Design game_ctrl_flat, sky130hd; sources not shown.
Figure 1. Placement view.
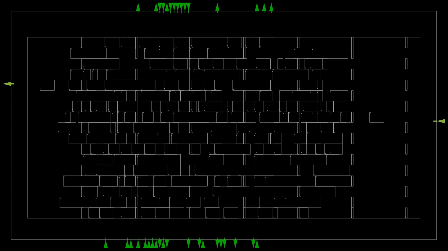
Site Rows: 17
Non-Filler Instances: 272
fraction of area in registers: 0.316

Figure 2. Wires at chosen ports, followed through buffers.
Scale bar: 20 um.
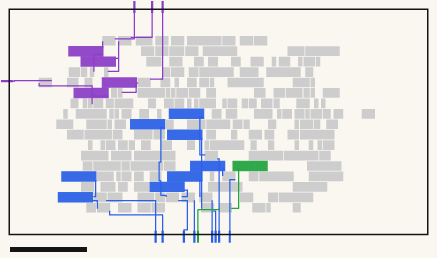
legend:
  purple:
    port: bus_o_score
    bits: 4
    direction: output
    end_cells: 4
    wire: 106 um
  blue:
    port: bus_o_leds
    bits: 8
    direction: output
    end_cells: 8
    wire: 181 um
  green:
    port: bus_i_fire
    bits: 1
    direction: input
    end_cells: 1
    wire: 24.2 um
PortBufs: 36
top-level I/O count: 37

==> run_results.csv <==
group,metric,value,unit
synth,syn-cell-area,1520,um2
cts,clk_latency,0.28,ns
layout,dominant-cell-class,"logic gates",
layout,finalInstanceArea,2300,um2
outcome,violations,"negative setup slack",
cts,cts_root_buffer,"clkbuf_8",
sta,finalClockSkew,0.00719,ns
synth,top_cell_area_share,0.461,
floorplanning,die_h,58.3,um
floorplanning,die_x,109,um
grt,grt_util_all_layers,0.128,
layout,fillers,436,
worst_hold_path,min_path_cells,0,
setup_path,slowest_delay,0.54,ns
setup_path,rr_worst_depth,7,
placed_design,dp_hpwl,2.79,mm
floorplanning,tap_cells,66,
setup_path,path_cells,"buf_8 -> inv_4 -> fa_1 -> fa_1 -> fa_1 -> ha_2 -> fa_2 -> nand2_2 -> o21ai_1",
layout,antenna_cells,0,
placed_design,gp_congestion,0.859,
layout,flops,29,
pwr,seq_power_share,0.346,
layout,clkbuf_count,5,
sta,timing.setup.tns,-1.08,ns
synth,ys_sh_simple,0.179,
synth,topCellsByArea,"dfrtp_1 (46%), ha_1 (5.8%), fa_1 (5.3%)",
pwr,power,2160,uW
sta,max_slew.worst_pin.slew,0.457,ns
placed_design,dpl_worst_slack,-1.23,ns
sta,setup_violations,4,
setup_path,reg2reg_slack,0.27,ns
routing,met1_length,1.71,mm
synth,synth_area_per_cell,10.7,um2
sta,holdWs,0.350,ns
sta,slew_headroom,0.695,
routing,vias,1302,
outcome,status,"finished, violations left",
layout,n_all_buffers,59,
grt,met3_usage,0.0307,
synth,synth-edff-count,0,
cts,cts_buffer_depth,2,
pwr,switchingPower,744,uW
layout,buffer_area_frac,0.237,
grt,top_usage_layer,"met2",
synth,synth-seq-area-share,0.478,
cts,cts.sinks,29,
floorplanning,die-area,6340,um2
pwr,p_clk,494,uW
sta,finalHoldViolCount,0,
layout,comb_share,0.336,
layout,final_util,0.496,
layout,logic_area,773,um2
pwr,pg_seq,747,uW
synth,compound_area_frac,0.159,
routing,routedWlPerCell,14.2,um
pwr,leakagePower,0.000983,uW
synth,synth.most_common_cell,"dfrtp_1",
layout,inverters,12,
pwr,comb_power,917,uW
layout,layout_top_cells,"clkdlybuf4s50_1 (31), dfrtp_1 (28), buf_4 (23)",
synth,synthCells,142,
sta,timing.final.ws_setup,-0.430,ns
worst_hold_path,hold_path.class,"reg -> reg",
cts,post_cts_buffers,6,
setup_path,startpoint_type,"primary input",
synth,yosys-stat-area,1520,um2
Power is estimated from default activity; no workload was simulated.
